`src/rtl/fetch_pkg.sv`:
```
// Shared types for the instruction fetch controller: FSM states, the
// decode-facing slot layout and the reset instruction.
package fetch_pkg;

    localparam int FETCH_XLEN = 32;

    typedef enum logic [1:0] {
        S_REQ  = 2'd0,
        S_WAIT = 2'd1,
        S_DROP = 2'd2
    } fetch_state_e;

    localparam logic [FETCH_XLEN-1:0] NOP_INSTR = 32'h0000_0013;

    typedef struct packed {
        logic [FETCH_XLEN-1:0] instr;
        logic [FETCH_XLEN-1:0] pc;
    } fetch_slot_t;

endpackage

```
`src/rtl/fetch_skid_buf.sv`:
```
// Decode-facing output register backed by a single-entry skid, so one response
// that lands while decode is stalled is held rather than lost.
module fetch_skid_buf
    import fetch_pkg::*;
(
    input  logic        clk,
    input  logic        rst,
    input  logic        load,
    input  fetch_slot_t slot_in,
    input  logic        stall,
    input  logic        flush,
    output fetch_slot_t slot_out,
    output logic        valid,
    output logic        full
);

    fetch_slot_t out_q;
    fetch_slot_t skid_q;
    logic        out_v;
    logic        skid_v;
    logic        free;

    // The output slot can take new data when empty or being consumed this cycle.
    assign free = !out_v || !stall;

    always_ff @(posedge clk) begin
        if (rst) begin
            out_q  <= {NOP_INSTR, {FETCH_XLEN{1'b0}}};
            skid_q <= {NOP_INSTR, {FETCH_XLEN{1'b0}}};
            out_v  <= 1'b0;
            skid_v <= 1'b0;
        end else if (flush) begin
            out_v  <= 1'b0;
            skid_v <= 1'b0;
        end else if (free) begin
            if (skid_v) begin
                out_q  <= skid_q;
                out_v  <= 1'b1;
                skid_v <= load;
                if (load) begin
                    skid_q <= slot_in;
                end
            end else if (load) begin
                out_q <= slot_in;
                out_v <= 1'b1;
            end else begin
                out_v <= 1'b0;
            end
        end else if (load && !skid_v) begin
            skid_q <= slot_in;
            skid_v <= 1'b1;
        end
    end

    assign slot_out = out_q;
    assign valid    = out_v;
    assign full     = skid_v;

endmodule

```
`src/rtl/fetch_ctrl.sv`:
```
// Fetch sequencer: owns the fetch PC, keeps one instruction-memory request in
// flight at a time and discards any response made stale by a redirect.
module fetch_ctrl
    import fetch_pkg::*;
#(
    parameter int                         DATA_WIDTH    = 32,
    parameter int                         ADDRESS_WIDTH = 32,
    parameter logic [ADDRESS_WIDTH-1:0]   RESET_PC      = '0
)(
    input  logic                     clk,
    input  logic                     rst,
    input  logic                     stall,
    input  logic                     redirect,
    input  logic [ADDRESS_WIDTH-1:0] redirect_pc,
    output logic                     imem_req,
    output logic [ADDRESS_WIDTH-1:0] imem_addr,
    input  logic                     imem_gnt,
    input  logic                     imem_rvalid,
    input  logic [DATA_WIDTH-1:0]    imem_rdata,
    output logic                     instr_valid,
    output logic [DATA_WIDTH-1:0]    instr_o,
    output logic [ADDRESS_WIDTH-1:0] pc_o,
    output logic [ADDRESS_WIDTH-1:0] pcplus4_o,
    output fetch_state_e             fsm_state,
    output logic                     skid_full
);

    // Handshakes: a request transfers on a cycle with imem_req && imem_gnt;
    // imem_rvalid returns exactly one response per transfer, in order, on a
    // later cycle; decode takes instr_o on any cycle with instr_valid && !stall.

    localparam logic [ADDRESS_WIDTH-1:0] PC_STEP = ADDRESS_WIDTH'(4);

    fetch_state_e              state_q, state_d;
    logic [ADDRESS_WIDTH-1:0]  fetch_pc_q, fetch_pc_d;
    logic [ADDRESS_WIDTH-1:0]  pending_pc_q, pending_pc_d;
    logic [ADDRESS_WIDTH-1:0]  redirect_target;
    logic                      load;
    fetch_slot_t               slot_in;
    fetch_slot_t               slot_out;

    assign redirect_target = {redirect_pc[ADDRESS_WIDTH-1:2], 2'b00};

    always_comb begin
        state_d      = state_q;
        fetch_pc_d   = fetch_pc_q;
        pending_pc_d = pending_pc_q;
        imem_req     = 1'b0;
        load         = 1'b0;
        case (state_q)
            S_REQ: begin
                imem_req = !skid_full && !rst;
                if (redirect) begin
                    fetch_pc_d = redirect_target;
                    // A grant in the redirect cycle commits a request we no longer want.
                    if (imem_req && imem_gnt) begin
                        state_d = S_DROP;
                    end
                end else if (imem_req && imem_gnt) begin
                    pending_pc_d = fetch_pc_q;
                    fetch_pc_d   = fetch_pc_q + PC_STEP;
                    state_d      = S_WAIT;
                end
            end
            S_WAIT: begin
                if (redirect) begin
                    fetch_pc_d = redirect_target;
                    state_d    = imem_rvalid ? S_REQ : S_DROP;
                end else if (imem_rvalid) begin
                    load    = 1'b1;
                    state_d = S_REQ;
                end
            end
            S_DROP: begin
                if (redirect) begin
                    fetch_pc_d = redirect_target;
                end
                if (imem_rvalid) begin
                    state_d = S_REQ;
                end
            end
            default: begin
                state_d = S_REQ;
            end
        endcase
    end

    always_ff @(posedge clk) begin
        if (rst) begin
            state_q      <= S_REQ;
            fetch_pc_q   <= RESET_PC;
            pending_pc_q <= '0;
        end else begin
            state_q      <= state_d;
            fetch_pc_q   <= fetch_pc_d;
            pending_pc_q <= pending_pc_d;
        end
    end

    assign slot_in = {imem_rdata, pending_pc_q};

    fetch_skid_buf u_skid (
        .clk      (clk),
        .rst      (rst),
        .load     (load),
        .slot_in  (slot_in),
        .stall    (stall),
        .flush    (redirect),
        .slot_out (slot_out),
        .valid    (instr_valid),
        .full     (skid_full)
    );

    assign imem_addr = fetch_pc_q;
    assign instr_o   = slot_out.instr;
    assign pc_o      = slot_out.pc;
    assign pcplus4_o = slot_out.pc + PC_STEP;
    assign fsm_state = state_q;

endmodule

```
`config.mk`:
```
export PLATFORM = sky130hd
export DESIGN_NAME = fetch_ctrl
export DESIGN_NICKNAME = d
export VERILOG_FILES = /design/src/rtl/fetch_pkg.sv /design/src/rtl/fetch_skid_buf.sv /design/src/rtl/fetch_ctrl.sv
export SDC_FILE = /design/constraint.sdc
export NUM_CORES = 1
export LEC_CHECK = 0
export ABC_AREA = 1
export CORE_MARGIN = 2
export CORE_UTILIZATION = 40
export CTS_CLUSTER_SIZE = 25
export DETAILED_ROUTE_END_ITERATION = 8
export GPL_ROUTABILITY_DRIVEN = 0
export PLACE_DENSITY = 0.66
export SYNTH_ARGS = -nofsm -noshare
export SYNTH_HDL_FRONTEND = slang
export SYNTH_HIERARCHICAL = 1
export SYNTH_SLANG_ARGS = --single-unit
```
`constraint.sdc`:
```
create_clock -name clk -period 2.15 [get_ports clk]
set_input_delay 0.3225 -clock clk [delete_from_list [all_inputs] [get_ports clk]]
set_output_delay 0.3225 -clock clk [all_outputs]
set_load 0.01 [all_outputs]
```
Figure 1. Cells colored by class (run 1).
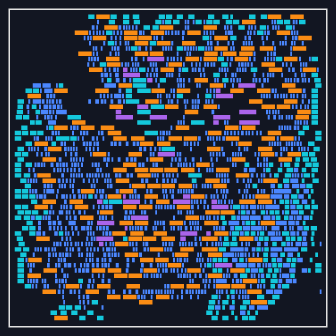
[flip-flops] orange | cells: 192 | share of their area: 29%
[all other logic] blue | cells: 1371 | share of their area: 46%
[other buffers and delay cells] cyan | cells: 305 | share of their area: 21%
[clock drivers and dummy loads] purple | cells: 32 | share of their area: 4.3%
Seq/total area: 27.9%
post-route cell area: 13900 um2
Final Util: 55.7%

Figure 2. Wiring heat map (run 1).
33 x 33 tiles, from dark blue (low) to red (high), scaled to the fullest tile. Values are wire area over tile area, all layers added.
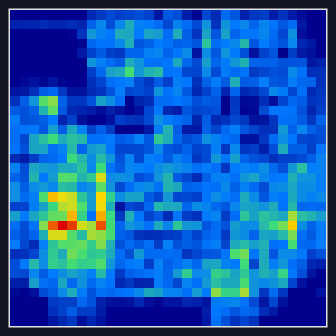
fullest tile: 0.81
mean over tiles: 0.18
tiles over half the peak: 5.0%
WL per Instance: 13.0 um
DR vias: 10700

Figure 3. The metal 4 layer (run 1).
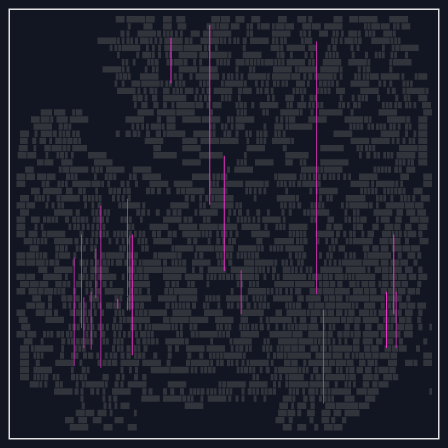
main direction: vertical
share of all routed wire: 2.3%
wire length on this layer: 663 um
longest straight run: 95.9 um
overall routed net length: 29000 um

run 1: layout make-up:
| cell class | count | area (um2) |
|---|---|---|
| fill | 2392 | 11100 |
| multi-input combinational | 1194 | 5490 |
| sequential | 192 | 3880 |
| timing repair buffer | 305 | 2880 |
| inverter | 177 | 668 |
| clock buffer | 17 | 425 |
| tap | 330 | 413 |
| clock inverter | 15 | 150 |
run 1: through the flow:
step                setup TNS, ps  hold slack [ps]
floorplan                       0              442
global placement             -713              454
detailed placement          -1160              458
CTS                         -2420              449
global route                -3020              451
finish                       -978              467
run 1: Yosys cell counts, drive strengths merged:
cell type	instances
clkbuf	39
nand3b	4
nor3b	1
o21a	2
o22ai	2
nor2	371
nand4	19
a31oi	3
a21oi	59
xor2	15
o21ai	115
nand3	54
or2	2
o31ai	1
nor4	4
conb	1
inv	177
xnor2	12
nor3	12
dfxtp	192
nand2	506
buf	41
ha	6
run 1: kinds of logic after synthesis:
| group | count (synthesis) | share of synthesized area (%) |
|---|---|---|
| AOI/OAI and AO/OA | 182 | 9.19 |
| buffers and inverters | 257 | 10.6 |
| other | 1 | 0.0373 |
| and+or+nand+nor | 973 | 38.9 |
| xor gates and xnor gates | 27 | 2.35 |
| adders and majority gates | 6 | 0.746 |
| DFF | 192 | 38.2 |
run 1: sequential cells by signal, summed over array words and instances (netlist names):
name,flops
u_skid/skid_q,64
u_skid/slot_out,64
imem_addr,30
pending_pc_q,30
fsm_state,2
u_skid/full,1
u_skid/valid,1
run 1: metal layers:
metal | wire [um] | GRT usage [%] | vias up | share of wire, %
li1 | - | - | 5518 | -
met4 | 663 | 7.40 | 0 | 2.3
met2 | 12800 | 33.8 | 347 | 44
met5 | 0 | 0 | - | 0
met1 | 13800 | 30.6 | 4752 | 47
met3 | 1780 | 3.67 | 42 | 6.1
==> CHANGELOG.md, run 1 <==
## Flow update

* Number of nets in the layout at slightly below 2000
* Crit path time final at about 2300 ps
* CP Buf/Inv Count at 3
* Ys flops at between 150 and 200
* Seq pwr share at 47.9%
* Top cells excl fill/tap: nand2_1 (485), nor2_1 (356), clkdlybuf4s50_1 (170), dfxtp_1 (169), inv_1 (164)
* GRT Total Usage at 21.7%
* Die W at about 160 um
* Post-synth seq share at roughly two fifths
* Die y size at 163 um
* Via density at roughly 4.8
* Clk slew on worst S/H paths at 80 ps
* Internal power at slightly below 6 mW
* Setup WS post-layout at -140 ps
* # diodes at 0
* Inst Count DP at approximately 2200
* Post-DP HPWL at between 20000 and 25000 um
* P_comb at 1.04 mW
* Clock group at between 3 and 4 mW
* Initial DRC count at 893
* Rows at around 58
* DRC viols at 0
* Commonest Layout Cell: nand2_1
* Deepest clock path buffer count at 2
* Root Buffer: clkbuf_16
* WS Path Type: reg2out
* Worst r2r dst: imem_addr[22]
* Status: finished, violations left
* Synthesis-to-finish area growth at 38.2%
* Beginning of the worst hold path: redirect_pc[3]
* Fraction of final layout cells sized beyond drive strength 1 at 13.9%
* Worst Setup SP: u_skid/slot_out[2]
* Post-Layout Cell Count at 2230
* Clk sinks at approximately 190
* Largest cells by area: dfxtp_1 (38%), nand2_1 (19%), nor2_1 (14%)
* Hold Fails Final Rpt at 0
* Worst r2r src: imem_addr[3]
* Setup violations, final at 13
* DRT antenna net count at 0
* DIE AREA at between 20000 and 30000 um2
* Latency at later pin at between 400 and 500 ps
* Netlist cell types at 36
* Starting Density at 40.3%
* Hold Crit Depth at 3
* Core area at 25000 um2
* Drt first pass iters at 5
* Switching part of the total at between 20% and 30%
* CP cell instances: ha_4 > nand3_4 > nor3_4 > nand4_2 > buf_4 > buf_6 > xnor2_2 > buf_2
* Peak supply drop at 0.000395 V
* R2R cell count at 10
* Power share of the combinational group at 13.1%
* Max-slew violations at 0
* Worst Setup Start Kind: flop
* # port buffers at about 200
* FMAX at between 0.4 and 0.5 GHz
* Total CTS buffers at 17
* Failing checks: setup timing
* WP depth at 8
* Leak Pwr at ~6.7 nW
* Place WS at -171 ps
* Fin Clk Skew at roughly 13 ps
* Number of max-cap violations at 0
* YS chip area at 10100 um2
* RSZ-0062 raised after global routing: true
## Run 2: what changed since run 1
Settings changed: DONT_BUFFER_PORTS from default to 1, PLACE_DENSITY 0.66 to 0.55.
==> CHANGELOG.md, run 2 <==
## Flow update

* Inst Count DP at 1954
* Clk sinks at between 150 and 200
* Failing checks: setup timing
* Largest cells by area: dfxtp_1 (38%), nand2_1 (19%), nor2_1 (14%)
* Post-synth seq share at a little under two fifths
* Netlist cell types at 36
* Final Util at around half
* Seq pwr share at approximately half
* DRC viols at 0
* # port buffers at 0
* Most frequent cell after synthesis: nand2_1
* Final setup TNS at -374 ps
* Data required, critical path at between 1500 and 2000 ps
* # diodes at 0
* WS Path Type: reg2out
* Initial DRC count at about 600
* Rows at 58
* Crit path arrival time at about 1900 ps
* Post-DP HPWL at ~20000 um
* DR vias at approximately 9700
* CP max-delay cell: dfxtp_4
* CP Buf/Inv Count at 2
* CP cell instances: buf_4 > inv_2 > nor3_4 > nand4_2 > nor2_4 > nand2_2 > xnor2_2
* Commonest Layout Cell: nand2_1
* Worst Setup Start Kind: flop
* Hold Fails Final Rpt at 0
* Leak Pwr at between 5 and 6 nW
* Internal power at about 5.7 mW
* Post-route cell area at roughly 12000 um2
* Top cells excl fill/tap: nand2_1 (486), nor2_1 (355), dfxtp_1 (168), inv_1 (164), o21ai_0 (110)
* Crit path time final at around 2200 ps
* Drt first pass iters at 5
* GRT Total Usage at 21.1%
* Total CTS buffers at 17
* Clk slew on worst S/H paths at around 80 ps
* Core area at ~25000 um2
* Number of max-cap violations at 0
* Top cells by count, synth: nand2_1 (503), nor2_1 (363), dfxtp_1 (192)
* Ys async rst share at 0%
* Synthesis-to-finish area growth at 19.2%
* Setup WS post-layout at -99.2 ps
* Commonest flop: dfxtp_1
* Critical Path End Type: output pin
* Power share of the combinational group at a little under a tenth
* Deepest clock path buffer count at 2
* DRT antenna net count at 0
* Status: finished, violations left
* RSZ-0062 raised after global routing: true
* Net switching power at ~2.2 mW
* Starting Density at just over 40%
* Max-slew violations at 0
* Fin Hold WS at around 19 ps
* FMAX at 0.445 GHz
* Switching part of the total at about 28%
* Ys flops at 192
* Number of nets in the layout at 1745
* Die W at 163 um
* DIE AREA at approximately 26000 um2
* YS chip area at around 10000 um2
* Via density at about 4.8
* Fraction of final layout cells sized beyond drive strength 1 at approximately an eighth
* Post-Layout Cell Count at between 2000 and 2500
* Die y size at approximately 160 um
* Root Buffer: clkbuf_16
* Setup violations, final at 6
* Peak supply drop at ~0.00038 V
* Number of enable flip-flop cells at 0
* Place WS at around 170 ps
* Final worst-path cycle share at 105%
-- run 2: cell counts after synthesis --
Identical to the previous run, type by type.
-- run 2: area by class of cell --
type | count | area, um2
clock buffers | 17 | 425
multi-input cells | 1194 | 5570
well taps | 330 | 413
repair buffers | 87 | 828
fillers | 2610 | 13000
inverters | 177 | 671
flip-flops and latches | 192 | 3900
clock inverters | 15 | 195
-- run 2: path summary, 6_finish.rpt --
kind,start,endpoint,slack (ps),depth (start not counted)
hold / removal,imem_rdata[12],u_skid/skid_q[44],20,2
setup reg to reg,fsm_state[0],u_skid/slot_out[3],140,10
hold reg to reg,u_skid/skid_q[36],u_skid/skid_q[36],470,2
setup / recovery,u_skid/slot_out[6],pcplus4_o[26],-100,7
-- run 2: cell families after synthesis --
logic type               after synthesis  synth area share (%)
AND-OR/OR-AND                        182                  9.19
AND/OR/NAND/NOR                      973                  38.9
XOR/XNOR                              27                  2.35
other                                  1                0.0373
adder cells (fa/ha/maj)                6                 0.746
flip-flops                           192                  38.2
buffers and inverters                257                  10.6
-- run 2: repair_timing --
item | 4_1_cts | 5_1_grt
setup buffers | 6 | 14
hold endpoints to repair | 29 | 0
pin swaps | 9 | 34
gates cloned | 0 | 0
gates resized | 52 | 65
hold buffers | 6 | 0
endpoints found under the setup margin | 18 | 33
-- run 2: power by group through the flow --
stage / Combinational, mW / Sequential, mW / Clock (mW)
global placement: 0.727 / 3.93 / 0
detailed placement: 0.733 / 3.93 / 0
floorplan: 0.497 / 3.89 / 0
finish: 0.763 / 3.84 / 3.34
CTS: 0.758 / 3.85 / 3.46
global route: 0.864 / 3.87 / 3.61
-- run 2: layer usage --
metal  vias up  track usage, %  wire length [um]
li1       5083               -                 -
met1      4258            29.3             13300
met2       304            32.4             12400
met3        39            4.81              1840
met4         0            7.08               684
met5         -               0                 0
Figure 4. Routed clock nets over the placement (run 2).
Bar = 50 um.
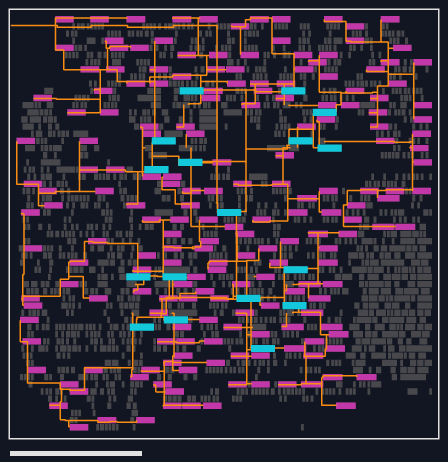
[flip-flops] magenta | count: 192
[cells driving clock nets] cyan | count: 17
[clock wires] orange | length: 2490 um
routed clock nets: 18
flops lie: all over the die
Clk pwr share: 42.0%
Clock group: 3.34 mW
Fin Clk Skew: 18.4 ps
Latency at later pin: 440 ps

Figure 5. Wiring heat map (run 2).
33 x 33 tiles, from dark blue (low) to red (high), scaled to the fullest tile. Values are wire area over tile area, all layers added.
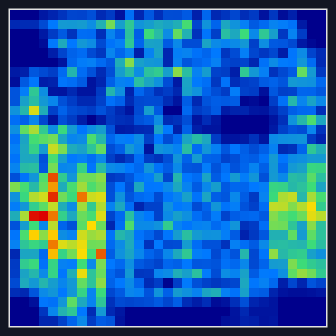
fullest tile: 0.68
mean over tiles: 0.17
densest ninth of the die: left middle
nearly empty tiles: 8.0%
tiles over half the peak: 9.7%
WL per Instance: 14.0 um
overall routed net length: 28200 um

## Run 3: what changed since run 2
Settings changed: GPL_TIMING_DRIVEN from default to 0.
==> CHANGELOG.md, run 3 <==
## Flow update

* Post_cts resized at roughly 69
* Fraction of final layout cells sized beyond drive strength 1 at 12.3%
* Crit path time final at 2330 ps
* Met1 Usage GRT at between 30 and 40%
* Data required, critical path at 1830 ps
* YS chip area at 10100 um2
* Largest cells by area: dfxtp_1 (38%), nand2_1 (19%), nor2_1 (14%)
* Number of max-cap violations at 0
* Fill count at between 2000 and 3000
* Rows at ~58
* Max-slew violations at 0
* # diodes at 0
* Final Util at between 40% and 50%
* Max power group: registers
* Power share of the combinational group at 9.0%
* Synthesis-to-finish area growth at 17.1%
* Final setup TNS at -1110 ps
* Clk sinks at between 150 and 200
* FF/Latch Area at between 3000 and 4000 um2
* Setup WS post-layout at -176 ps
* Post-route cell area at 11800 um2
* Commonest flop: dfxtp_1
* Fin Hold WS at roughly 15 ps
* Hold buffers post-CTS at 0
* Total CTS buffers at 17
* Internal power at between 5 and 6 mW
* CP cell instances: ha_4 > nand3_4 > nor3_4 > nand4_4 > nor2_4 > buf_4 > xor2_4
* Tot Pwr at around 7.7 mW
* Failing checks: setup timing
* Post-Layout Cell Count at approximately 2000
* Net switching power at about 2.2 mW
* GRT busiest layer: met2
* Seq pwr share at roughly half
* Die y size at 163 um
* DRC viols at 0
* DIE AREA at 26500 um2
* Leak Pwr at between 5 and 6 nW
* GR Util met2 at 38.0%
* Starting Density at slightly above 40%
* P_comb at 0.693 mW
* Status: finished, violations left
* Commonest Layout Cell: nand2_1
* Netlist cell types at 36
* Number of nets in the layout at roughly 1800
* Worst Setup Start Kind: flop
* Overall routed net length at ~32000 um
* Ys flops at 192
* FMAX at between 0.4 and 0.5 GHz
* Met3 global-route usage at under 10%
* Critical Path End Type: output pin
* Core area at between 20000 and 25000 um2
* Place WS at -149 ps
* Via density at 4.93
* Clk slew on worst S/H paths at roughly 80 ps
* Initial DRC count at 752
* Most frequent cell after synthesis: nand2_1
* Top cells excl fill/tap: nand2_1 (490), nor2_1 (350), inv_1 (167), dfxtp_1 (161), o21ai_0 (110)
* Root Buffer: clkbuf_16
* Die W at roughly 160 um
* Setup violations, final at 11
* # port buffers at 0
* Final worst-path cycle share at 108%
* Setup bufs post-CTS at 6
* Number of enable flip-flop cells at 0
* Logic area at 5650 um2
* Crit path arrival time at 2000 ps
* Switching part of the total at between 20% and 30%
* Top cells by count, synth: nand2_1 (503), nor2_1 (363), dfxtp_1 (192)
* Inst Count DP at around 2000
* CP max-delay cell: dfxtp_4
* Latency at later pin at approximately 440 ps
* RSZ-0062 raised after global routing: true
* Deepest clock path buffer count at 2
* Ys async rst share at 0%
* Hold Fails Final Rpt at 0
* WS Path Type: reg2out
==> run 3: netlist changes by cell type in the layout (fill, tap and decap cells not counted), moves of 4 or more <==
cell	previous run	this run
buf_12	11	0
buf_2	0	21
buf_4	64	23
clkbuf_1	0	36
clkbuf_2	0	4
dfxtp_1	168	161
dfxtp_2	15	7
dfxtp_4	9	24
dlygate4sd3_1	6	0
nand2_1	486	490
nor2_1	355	350
nor2_2	4	9
==> run 3: routing by layer <==
metal / wire length (um) / up-vias
met5: 0 / -
met2: 14300 / 345
met4: 758 / 0
met3: 2280 / 47
li1: - / 5096
met1: 14400 / 4481
==> run 3: cell type report <==
| type | count | share of cell area, % |
|---|---|---|
| tap | 330 | 3.50 |
| buffer | 80 | 3.51 |
| clock buffer | 18 | 3.73 |
| multi-input combinational | 1194 | 47.9 |
| timing repair buffer | 17 | 1.11 |
| inverter | 177 | 5.66 |
| clock inverter | 13 | 1.08 |
| sequential | 192 | 33.5 |
==> run 3: cells by family after synthesis <==
logic type      Yosys count  synth area share (%)
compound gates          182                  9.19
other cells               1                0.0373
buf+inv                 257                  10.6
simple gates            973                  38.9
flops                   192                  38.2
xor+xnor                 27                  2.35
fa+ha+maj                 6                 0.746
==> run 3: critical path: cells and delay by family, from the launching register on <==
family                     cells  cell delay (ps)
and+or+nand+nor                4              610
buffers and inverters          1              150
DFF                            1              440
adders and majority gates      1              180
xor gates and xnor gates       1              170
==> run 3: worst paths after layout <==
| kind | start | endpoint | slack, ps | cells after the start |
|---|---|---|---|---|
| max | u_skid/slot_out[2] | pcplus4_o[18] | -180 | 7 |
| min | imem_rdata[12] | u_skid/skid_q[44] | 10 | 2 |
| max reg2reg | fsm_state[1] | u_skid/slot_out[2] | 140 | 11 |
| min reg2reg | u_skid/skid_q[36] | u_skid/skid_q[36] | 480 | 2 |
Figure 6. Wiring heat map (run 3).
33 x 33 tiles, from dark blue (low) to red (high), scaled to the fullest tile. Values are wire area over tile area, all layers added.
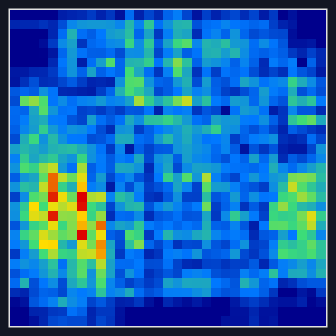
tiles over half the peak: 9.6%
densest ninth of the die: left middle
fullest tile: 0.74
mean over tiles: 0.20
GRT Total Usage: 23.5%
WL per Instance: 15.7 um
DR vias: 9969

Figure 7. Routed clock nets over the placement (run 3).
Bar = 50 um.
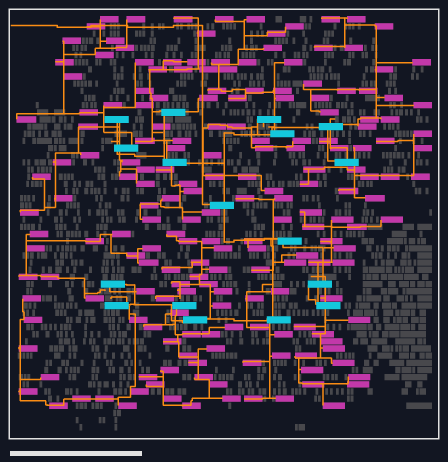
[clock wires] orange | length: 2610 um
[cells driving clock nets] cyan | count: 17
[flip-flops] magenta | count: 192
routed clock nets: 18
flops lie: all over the die
Fin Clk Skew: 12.6 ps
Clock group: 3.16 mW
Clk pwr share: 40.9%


==> notes/layouts.md <==
Pictures saved along the way, in no particular order.

The clock network.
(a)
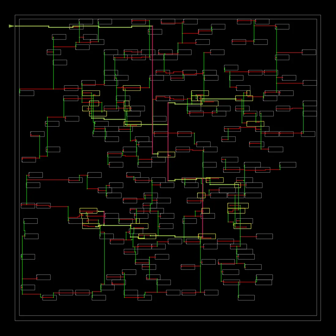
(b)
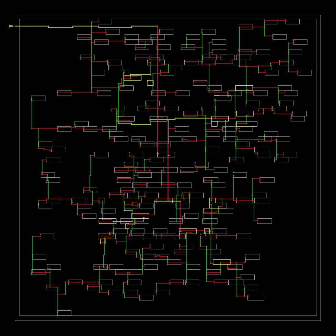
| picture | from |
|---|---|
| (b) | run 1 |
| (a) | run 3 |

Power and IR drop assume default switching activity.
